Fig. 1: signal wires on met1
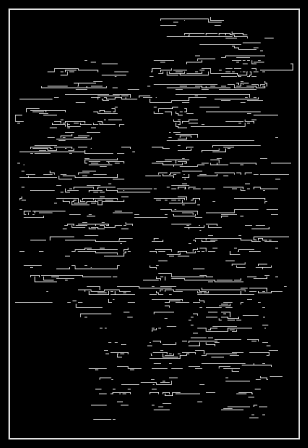
Fig. 2: M2 wires
Bar = 20 µm. Cells faint in the background.
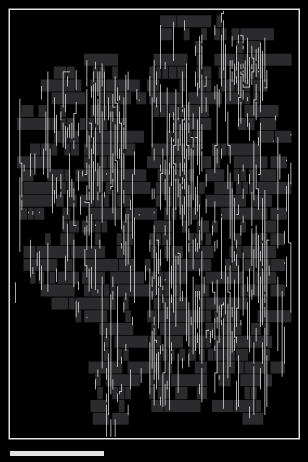
Fig. 3: met3 routing
Bar = 20 µm.
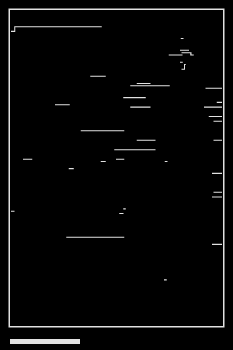
File: config.mk
export PLATFORM = sky130hd
export DESIGN_NAME = keypad_scanner
export DESIGN_NICKNAME = d
export VERILOG_FILES = /design/src/rtl/keypad_pkg.sv /design/src/rtl/keypad_scanner_sync_2ff.sv /design/src/rtl/keypad_scanner.sv
export SDC_FILE = /design/constraint.sdc
export NUM_CORES = 1
export LEC_CHECK = 0
export ABC_AREA = 1
export CAP_MARGIN = 20
export CORE_ASPECT_RATIO = 1.5
export CORE_MARGIN = 1
export CORE_UTILIZATION = 45
export DETAILED_ROUTE_END_ITERATION = 8
export PLACE_DENSITY = 0.67
export SLEW_MARGIN = 10
export SYNTH_ARGS = -nofsm -noshare
export SYNTH_HDL_FRONTEND = slang
export SYNTH_HIERARCHICAL = 1
export SYNTH_SLANG_ARGS = --single-unit
File: constraint.sdc
create_clock -name clk -period 2.1 [get_ports clk]
set_clock_uncertainty 0.15 [all_clocks]
set_input_delay 0.42 -clock clk [delete_from_list [all_inputs] [get_ports clk]]
set_output_delay 0.42 -clock clk [all_outputs]
set_load 0.005 [all_outputs]
File: src/rtl/keypad_pkg.sv
// Shared definitions for the keypad scanner and the calculator FSM:
// scanner states, operator key codes and the row/column to key-code map.
package keypad_pkg;

  typedef enum logic [1:0] {
    SCAN     = 2'd0,
    DEBOUNCE = 2'd1,
    PRESSED  = 2'd2,
    RELEASE  = 2'd3
  } state_e;

  localparam logic [3:0] KEY_ADD = 4'hA;
  localparam logic [3:0] KEY_SUB = 4'hB;
  localparam logic [3:0] KEY_MUL = 4'hC;
  localparam logic [3:0] KEY_DIV = 4'hD;
  localparam logic [3:0] KEY_CLR = 4'hE;
  localparam logic [3:0] KEY_EQ  = 4'hF;

  // Row 0 is the top row, column 0 the left column; the lowest active column wins.
  function automatic logic [3:0] key_encode(input logic [1:0] row, input logic [3:0] col_n);
    logic [1:0] col;
    logic [3:0] code;
    col = 2'd0;
    for (int c = 3; c >= 0; c--) begin
      if (!col_n[c]) col = 2'(c);
    end
    if (col == 2'd3) begin
      case (row)
        2'd0:    code = KEY_ADD;
        2'd1:    code = KEY_SUB;
        2'd2:    code = KEY_MUL;
        default: code = KEY_DIV;
      endcase
    end else if (row == 2'd3) begin
      case (col)
        2'd0:    code = KEY_CLR;
        2'd1:    code = 4'h0;
        default: code = KEY_EQ;
      endcase
    end else begin
      code = ({2'b00, row} * 4'd3) + {2'b00, col} + 4'd1;
    end
    return code;
  endfunction

endpackage

File: src/rtl/keypad_scanner_sync_2ff.sv
// Two-flop synchronizer for asynchronous inputs; resets to all-ones so an
// idle pulled-up bus reads as inactive straight out of reset.
module sync_2ff #(
  parameter int WIDTH = 4
) (
  input  logic             clk,
  input  logic             reset,
  input  logic [WIDTH-1:0] d,
  output logic [WIDTH-1:0] q
);

  logic [WIDTH-1:0] meta_q;
  logic [WIDTH-1:0] sync_q;

  always_ff @(posedge clk) begin
    if (reset) begin
      meta_q <= '1;
      sync_q <= '1;
    end else begin
      meta_q <= d;
      sync_q <= meta_q;
    end
  end

  assign q = sync_q;

endmodule

File: src/rtl/keypad_scanner.sv
// 4x4 matrix keypad scanner: one-hot active-low row drive, debounced press and
// release, one key_press strobe per physical press with the encoded key.
module keypad_scanner
  import keypad_pkg::*;
#(
  parameter int SCAN_DIV       = 50000,
  parameter int DEBOUNCE_TICKS = 20
) (
  input  logic       clk,
  input  logic       reset,
  input  logic [3:0] col_n,
  output logic [3:0] row_n,
  output logic [3:0] key_code,
  output logic       key_press,
  output logic       key_held
);

  localparam int TICK_W = $clog2(SCAN_DIV);
  localparam int CNT_W  = $clog2(DEBOUNCE_TICKS + 1);
  localparam logic [TICK_W-1:0] TICK_LAST = TICK_W'(SCAN_DIV - 1);
  localparam logic [CNT_W-1:0]  CNT_DONE  = CNT_W'(DEBOUNCE_TICKS);

  logic [3:0]        col_sync;
  logic [TICK_W-1:0] tick_cnt_q, tick_cnt_d;
  logic              tick;
  state_e            state_q, state_d;
  logic [1:0]        row_idx_q, row_idx_d;
  logic [3:0]        pat_q, pat_d;
  logic [CNT_W-1:0]  cnt_q, cnt_d, cnt_inc;
  logic [3:0]        key_code_q, key_code_d;
  logic              key_press_q, key_press_d;
  logic              key_held_q, key_held_d;
  logic              col_idle;

  sync_2ff #(.WIDTH(4)) u_col_sync (
    .clk   (clk),
    .reset (reset),
    .d     (col_n),
    .q     (col_sync)
  );

  always_comb begin
    tick       = (tick_cnt_q == TICK_LAST);
    tick_cnt_d = tick ? '0 : tick_cnt_q + TICK_W'(1);
  end

  always_comb begin
    state_d     = state_q;
    row_idx_d   = row_idx_q;
    pat_d       = pat_q;
    cnt_d       = cnt_q;
    key_code_d  = key_code_q;
    key_press_d = 1'b0;
    key_held_d  = key_held_q;
    cnt_inc     = cnt_q + CNT_W'(1);
    col_idle    = (col_sync == 4'hF);

    if (tick) begin
      case (state_q)
        SCAN: begin
          if (col_idle) begin
            row_idx_d = row_idx_q + 2'd1;
          end else begin
            pat_d = col_sync;
            cnt_d = CNT_W'(1);
            if (DEBOUNCE_TICKS == 1) begin
              state_d     = PRESSED;
              key_press_d = 1'b1;
              key_held_d  = 1'b1;
              key_code_d  = key_encode(row_idx_q, col_sync);
            end else begin
              state_d = DEBOUNCE;
            end
          end
        end
        DEBOUNCE: begin
          if (col_sync == pat_q) begin
            cnt_d = cnt_inc;
            if (cnt_inc == CNT_DONE) begin
              state_d     = PRESSED;
              key_press_d = 1'b1;
              key_held_d  = 1'b1;
              key_code_d  = key_encode(row_idx_q, pat_q);
            end
          end else begin
            state_d   = SCAN;
            row_idx_d = row_idx_q + 2'd1;
          end
        end
        PRESSED: begin
          // Only a fully idle column bus counts; extra keys in this row are ignored.
          if (col_idle) begin
            cnt_d = CNT_W'(1);
            if (DEBOUNCE_TICKS == 1) begin
              state_d    = SCAN;
              key_held_d = 1'b0;
              row_idx_d  = row_idx_q + 2'd1;
            end else begin
              state_d = RELEASE;
            end
          end
        end
        RELEASE: begin
          if (col_idle) begin
            cnt_d = cnt_inc;
            if (cnt_inc == CNT_DONE) begin
              state_d    = SCAN;
              key_held_d = 1'b0;
              row_idx_d  = row_idx_q + 2'd1;
            end
          end else begin
            // Bounce while releasing: fall back without a new strobe.
            state_d = PRESSED;
          end
        end
        default: state_d = SCAN;
      endcase
    end
  end

  always_ff @(posedge clk) begin
    if (reset) begin
      tick_cnt_q  <= '0;
      state_q     <= SCAN;
      row_idx_q   <= 2'd0;
      pat_q       <= 4'hF;
      cnt_q       <= '0;
      key_code_q  <= 4'h0;
      key_press_q <= 1'b0;
      key_held_q  <= 1'b0;
    end else begin
      tick_cnt_q  <= tick_cnt_d;
      state_q     <= state_d;
      row_idx_q   <= row_idx_d;
      pat_q       <= pat_d;
      cnt_q       <= cnt_d;
      key_code_q  <= key_code_d;
      key_press_q <= key_press_d;
      key_held_q  <= key_held_d;
    end
  end

  assign row_n     = ~(4'b0001 << row_idx_q);
  assign key_code  = key_code_q;
  assign key_press = key_press_q;
  assign key_held  = key_held_q;

endmodule

==> run_results.csv <==
group,metric,value,unit
outcome,status,"completed",
finish,final.signal_inverter_count,51,
critical_path,worst_path_largest_cell_delay,0.58,ns
clock_network,clk_transition_reported_paths,0.08,ns
finish,biggestRegsByFlops,"tick_cnt_q: 16 flops, cnt_q: 5 flops",
clock_network,maximum_clock_path_buffer_count,2,
finish,sh_seq_area,30.8,%
floorplanning,die_h,90.8,µm
clock_network,cts-htree-levels,2,
finish,antenna_cells_inserted,0,
sta,final.hold.worst_slack,0.257,ns
run,stage_log_warnings,32,
logic_synthesis,synth_chip_area,0.00237,mm²
global_routing,grt_remaining_overflow,0,
finish,finish.instance_area,0.00283,mm²
sta,timing.final.crit_share,97.4,%
finish,final_cell_count_no_fill,431,
power,report.power.total,1.58,mW
critical_path,worst-path-buf-inv,1,
critical_path,cp-end-kind,"flop",
sta,post-route-worst-setup-slack,0.0549,ns
logic_synthesis,top_cells_by_area,"dfxtp_1 36%, nand2_1 13%, inv_1 6.8%, nor2_1 5.6%, ha_1 5.3%",
finish,finish.utilization,55.7,%
critical_path,regToRegEndpoint,"key_code[1]",
logic_synthesis,yosys_cells,330,
detailed_routing,first_pass_iters,5,
critical_path,timing.critical_path.arrival,2.14,ns
placed_design,finalWeightedCongestion,0.824,
logic_synthesis,synthesis.area,0.00237,mm²
finish,final_layout_size_suffix_gt1_share,17.1,%
clock_network,numCtsBuffers,5,
logic_synthesis,synthDominantCellAreaShare,36.4,%
min_path,worst_hold_path.num_cells,2,
min_path,terminating_pin_of_the_worst_hold_path,"u_col_sync/q[3]",
logic_synthesis,cells_after_synthesis,330,
power,switching_share,21.4,%
sta,setup_viol,0,
finish,layout_overhead_on_the_synthesized_area,19.7,%
clock_network,cts_tree,"yes",
finish,flop_area,871,µm²
finish,design.final.nets,380,
## Picture notes: Fig. 1
longest straight run: 18.4 µm
share of all routed wire: 39%

## Picture notes: Fig. 2
wire length on this layer: 2580 µm
nets with wire on the layer: 303
share of all routed wire: 55%
main direction: vertical

## Picture notes: Fig. 3
nets with wire on the layer: 25
longest straight run: 24.8 µm
main direction: horizontal
share of all routed wire: 3.4%
wire length on this layer: 157 µm

==> Yosys cell counts <==
cell / n
nand3_2: 3
buf_2: 2
dfxtp_1: 43
nor3b_1: 3
nor2_2: 6
o211ai_1: 4
nand3_4: 1
fa_1: 2
a22oi_1: 1
nand4_1: 3
o21ai_2: 1
nor3_2: 3
a21oi_1: 20
nand3b_1: 1
a31oi_1: 2
nor2_8: 1
a32oi_1: 1
o21ai_1: 1
or2_0: 1
xor2_1: 3
nor2_4: 4
nand2_1: 85
clkinv_1: 2
nand2_4: 2
nor4_1: 1
nand2_2: 2
o21ai_0: 6
nor2_1: 35
nor3_1: 2
a21oi_4: 1
clkbuf_1: 1
o21a_1: 1
o21bai_1: 1
ha_1: 10
inv_2: 6
xnor2_1: 2
inv_1: 43
nand3_1: 24
==> per-layer routing <==
| layer | global-route usage (%) | vias up | routed length, µm |
|---|---|---|---|
| met2 | 36.2 | 48 | 2580 |
| li1 | - | 1111 | - |
| met3 | 3.72 | 13 | 156 |
| met1 | 18.1 | 965 | 1810 |
| met5 | 0 | - | 0 |
| met4 | 9.09 | 0 | 138 |
==> layout by cell type, fill, tap and decap left out, types with 5 or more instances in the layout <==
master,instances
nand2_1,83
inv_1,42
dfxtp_1,39
nor2_1,35
nand3_1,23
a21oi_1,20
buf_4,12
clkdlybuf4s50_1,11
ha_1,10
inv_2,7
nor2_2,6
clkbuf_8,6
o21ai_0,5
==> what timing repair did <==
item	in CTS	in global routing
endpoints found under the setup margin	5	3
gates resized	12	7
setup buffers	2	0
pin swaps	1	11
hold buffers	0	0
==> cells by family after synthesis <==
kind of cell	synth area share, %
buffers and inverters	8.67
AND-OR/OR-AND	9.89
adder cells (fa/ha/maj)	6.98
AND/OR/NAND/NOR	36.2
flip-flops	36.4
XOR/XNOR	1.85
No activity file was given, so power comes from the tool's default toggle rates.
